$ cat config.mk
export PLATFORM = sky130hd
export DESIGN_NAME = seg_scan_ctrl
export DESIGN_NICKNAME = d
export VERILOG_FILES = /design/src/rtl/seg_scan_ctrl.sv
export SDC_FILE = /design/constraint.sdc
export NUM_CORES = 1
export LEC_CHECK = 0
export CORE_UTILIZATION = 60
export DETAILED_ROUTE_END_ITERATION = 8
export GPL_TIMING_DRIVEN = 0
export PLACE_DENSITY = 0.86
export REMOVE_ABC_BUFFERS = 1
export SETUP_SLACK_MARGIN = 0.1
export SYNTH_ARGS = -nofsm -noshare
export SYNTH_HDL_FRONTEND = slang
export SYNTH_SLANG_ARGS = --single-unit
$ cat constraint.sdc
create_clock -name iClk -period 4.94 [get_ports iClk]
set_clock_uncertainty 0.1 [all_clocks]
set_input_delay 1.235 -clock iClk [delete_from_list [all_inputs] [get_ports iClk]]
set_output_delay 1.235 -clock iClk [all_outputs]
set_load 0.02 [all_outputs]
$ cat src/rtl/seg_scan_ctrl.sv
// ============================================================================
// seg_scan_ctrl : time-multiplexed common-anode 7-segment scan controller
//                 with guard cycles, frame-boundary double buffering and
//                 leading-zero blanking.
// Revision      : 1.0
// ============================================================================
`default_nettype none

module seg_scan_ctrl #(
  parameter int NDIG  = 4,
  parameter int SLOT  = 50000,
  parameter int GUARD = 2
) (
  input  logic              iClk,
  input  logic              irst,
  input  logic              iEn,
  input  logic              iLoad,
  input  logic [4*NDIG-1:0] iData,
  input  logic              iLzb,
  output logic [3:0]        oBCD,
  output logic [NDIG-1:0]   oAn,
  output logic              oFrame,
  output logic              oPend
);

  localparam int IW = $clog2(NDIG);
  localparam int CW = $clog2(SLOT);

  typedef enum logic [1:0] {
    S_IDLE  = 2'd0,
    S_GUARD = 2'd1,
    S_SHOW  = 2'd2
  } state_e;

  state_e             state_q;
  logic [IW-1:0]      idx_q;
  logic [CW-1:0]      cnt_q;
  logic [4*NDIG-1:0]  shadow_q;
  logic [4*NDIG-1:0]  pend_q;

  logic [4*NDIG-1:0]  shadow_d;
  logic [IW-1:0]      idx_d;
  logic               start;
  logic               slot_end;
  logic               boundary;
  logic               apply;

  // Digit k is blanked when leading-zero blanking is on and digits k..NDIG-1
  // are all zero; digit 0 always shows.
  function automatic logic [3:0] digit_out(input logic [4*NDIG-1:0] s,
                                           input logic [IW-1:0]     k,
                                           input logic              lzb);
    logic upper_zero;
    upper_zero = 1'b1;
    for (int i = 0; i < NDIG; i++) begin
      if (i >= int'(k) && s[4*i +: 4] != 4'h0) upper_zero = 1'b0;
    end
    if (lzb && k != '0 && upper_zero) return 4'hF;
    return s[{k, 2'b00} +: 4];
  endfunction

  always_comb begin
    start    = (state_q == S_IDLE) && iEn;
    slot_end = (state_q == S_SHOW) && iEn && (cnt_q == CW'(SLOT - 1));
    boundary = slot_end && (idx_q == IW'(NDIG - 1));
    apply    = start || boundary;

    // A load coinciding with an application point bypasses the pending buffer.
    shadow_d = shadow_q;
    if (apply) begin
      if (iLoad)      shadow_d = iData;
      else if (oPend) shadow_d = pend_q;
    end

    idx_d = apply ? '0 : idx_q + IW'(1);
  end

  always_ff @(posedge iClk or posedge irst) begin
    if (irst) begin
      state_q  <= S_IDLE;
      idx_q    <= '0;
      cnt_q    <= '0;
      shadow_q <= '0;
      pend_q   <= '0;
      oBCD     <= 4'hF;
      oAn      <= '1;
      oFrame   <= 1'b0;
      oPend    <= 1'b0;
    end else begin
      oFrame   <= 1'b0;
      shadow_q <= shadow_d;

      if (iLoad && !apply) begin
        pend_q <= iData;
        oPend  <= 1'b1;
      end else if (apply) begin
        oPend  <= 1'b0;
      end

      case (state_q)
        S_IDLE: begin
          oAn  <= '1;
          oBCD <= 4'hF;
          if (iEn) begin
            state_q <= S_GUARD;
            idx_q   <= '0;
            cnt_q   <= '0;
            oBCD    <= digit_out(shadow_d, '0, iLzb);
          end
        end

        S_GUARD: begin
          if (!iEn) begin
            state_q <= S_IDLE;
            idx_q   <= '0;
            cnt_q   <= '0;
            oAn     <= '1;
            oBCD    <= 4'hF;
          end else begin
            cnt_q <= cnt_q + CW'(1);
            if (cnt_q == CW'(GUARD - 1)) begin
              state_q <= S_SHOW;
              oAn     <= ~(NDIG'(1) << idx_q);
            end
          end
        end

        S_SHOW: begin
          if (!iEn) begin
            state_q <= S_IDLE;
            idx_q   <= '0;
            cnt_q   <= '0;
            oAn     <= '1;
            oBCD    <= 4'hF;
          end else if (slot_end) begin
            state_q <= S_GUARD;
            cnt_q   <= '0;
            idx_q   <= idx_d;
            oAn     <= '1;
            oBCD    <= digit_out(shadow_d, idx_d, iLzb);
            oFrame  <= boundary;
          end else begin
            cnt_q <= cnt_q + CW'(1);
          end
        end

        default: begin
          state_q <= S_IDLE;
          oAn     <= '1;
          oBCD    <= 4'hF;
        end
      endcase
    end
  end

endmodule

`default_nettype wire
Fig. 1: metal 3
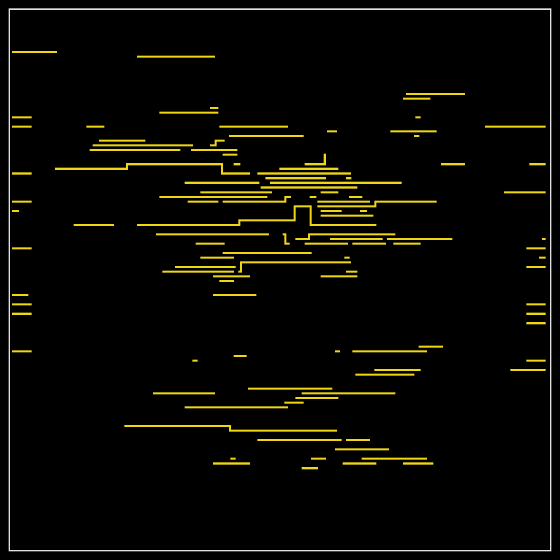
- wire length on this layer: 721 microns
- nets with wire on the layer: 81
- longest straight run: 18.9 microns
- share of all routed wire: 8.4%
- main direction: horizontal
drt total wl: 8.56 mm
met3 GRT Util: 7.33%
DR vias: 3183

Fig. 2: congestion heat map
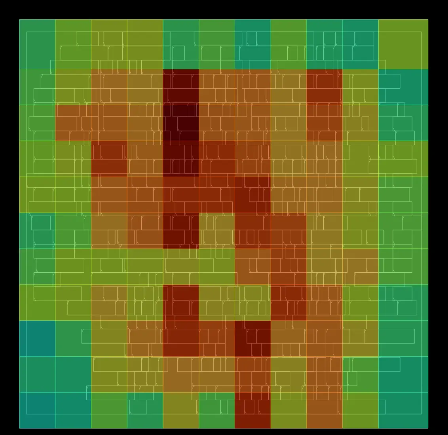
met1 usage: 44.1%
GRT busiest layer: met2
DR WL/cell: 18.1 microns
final core occ: 72.6%
GR Util met2: 44.9%

==> impl_metrics.ini <==
; flow metrics
[floorplanning]
floorplan.core_area_sq_mm = 0.00557
rows = 27

[final_timing]
tightest_slew_ps = 1120
finalSetupViolCount = 0
period_minus_slack_ps = 4060
setup_ws_ps = 876
rsz0062_at_grt = no
finalMaxSlewViolations = 0
max_freq_mhz = 246

[drt]
postRouteAntennaNets = 0
wl_met3_microns = 720
wl_met1_mm = 3.80

[global_route]
overflow = 0
grt_antenna_before_repair = 0

[run_status]
status = finished clean

[worst_setup_path]
slowest_stage = clkdlybuf4s50_1
critical_path_peak_fanout = 29
crit_chain = clkdlybuf4s50_1 -> nor2_1 -> nor3_1 -> a21boi_1 -> o22ai_1 -> o32ai_1 -> a21oi_2 -> a21oi_1
crit_type = input pin to register
cpPeakStageDelay_ps = 1090
critical_path_buf_inv_count = 1

[yosys]
ys.flops = 62
top_cells_by_area = dfrtp_1 38%, dfstp_2 6.0%, mux2_2 5.5%
yosysCellCount = 374
yosysTopAreaCell = dfrtp_1
synth.yosys.seq_area_share_pct = 44.5
top_area_share_pct = 38.5
synth_cell_types = 58

[place]
place.detailed.hpwl_mm = 5.86
place_inst = 456

[clock_network]
clk_root_buffer_cell = clkbuf_8
cts.repair.resized = 0
cts-htree-levels = 3
clockBufferDepth = 2
cts_tree = built

[pwr]
swShare_pct = 39.0
combinationalPowerShare_pct = 37.6
power_mw = 2.08
largestPowerGroup = registers
worst_ir_drop_vdd_uv = 352
seq_power_mw = 0.796
p_comb_mw = 0.782

[cells_and_area]
nonClockBufferCount = 31
drive_gt1_share_pct = 13.0
stdcell_area_sq_mm = 0.00405
seqCellArea_sq_mm = 0.00156
sh_comb_area_pct = 44.5
buf_share_pct = 7.91
lay_top_cells = 54 x dfrtp_1, 30 x clkdlybuf4s50_1, 29 x nand2_1
Fig. 3: logic cells by family
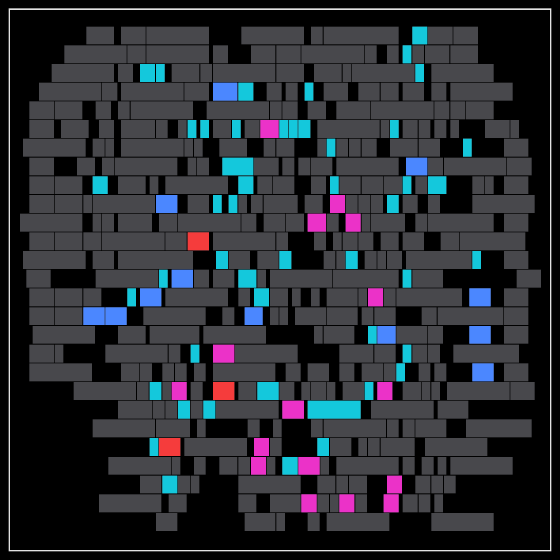
- blue: AND-OR and OR-AND gates (cells 12; most used a22o_1)
- magenta: AND and OR gates (cells 16; most used and3_1)
- red: XOR/XNOR gates (cells 3; most used xor2_1)
- cyan: NOR gates (cells 48; most used nor2_1)

-- state kept, by name, indices dropped and copies added (netlist names) --
| register | count |
|---|---|
| oAn | 4 |
| idx_q | 2 |
| state_q | 2 |
| oFrame | 1 |
| cnt_q | 16 |
| oBCD | 4 |
| pend_q | 16 |
| oPend | 1 |
| shadow_q | 16 |
-- worst max-delay path by stage --
stage	from	to	slack, ps
final	iLoad	oBCD[3]$_DFFE_PP1P_	880
after floorplan	irst	cnt_q[0]$_DFFE_PP0P_	2080
after detailed placement	iLoad	oBCD[3]$_DFFE_PP1P_	660
after CTS	iLoad	oBCD[3]$_DFFE_PP1P_	950
after global routing	iLoad	oBCD[0]$_DFFE_PP1P_	620
after global placement	iLoad	oBCD[0]$_DFFE_PP1P_	720
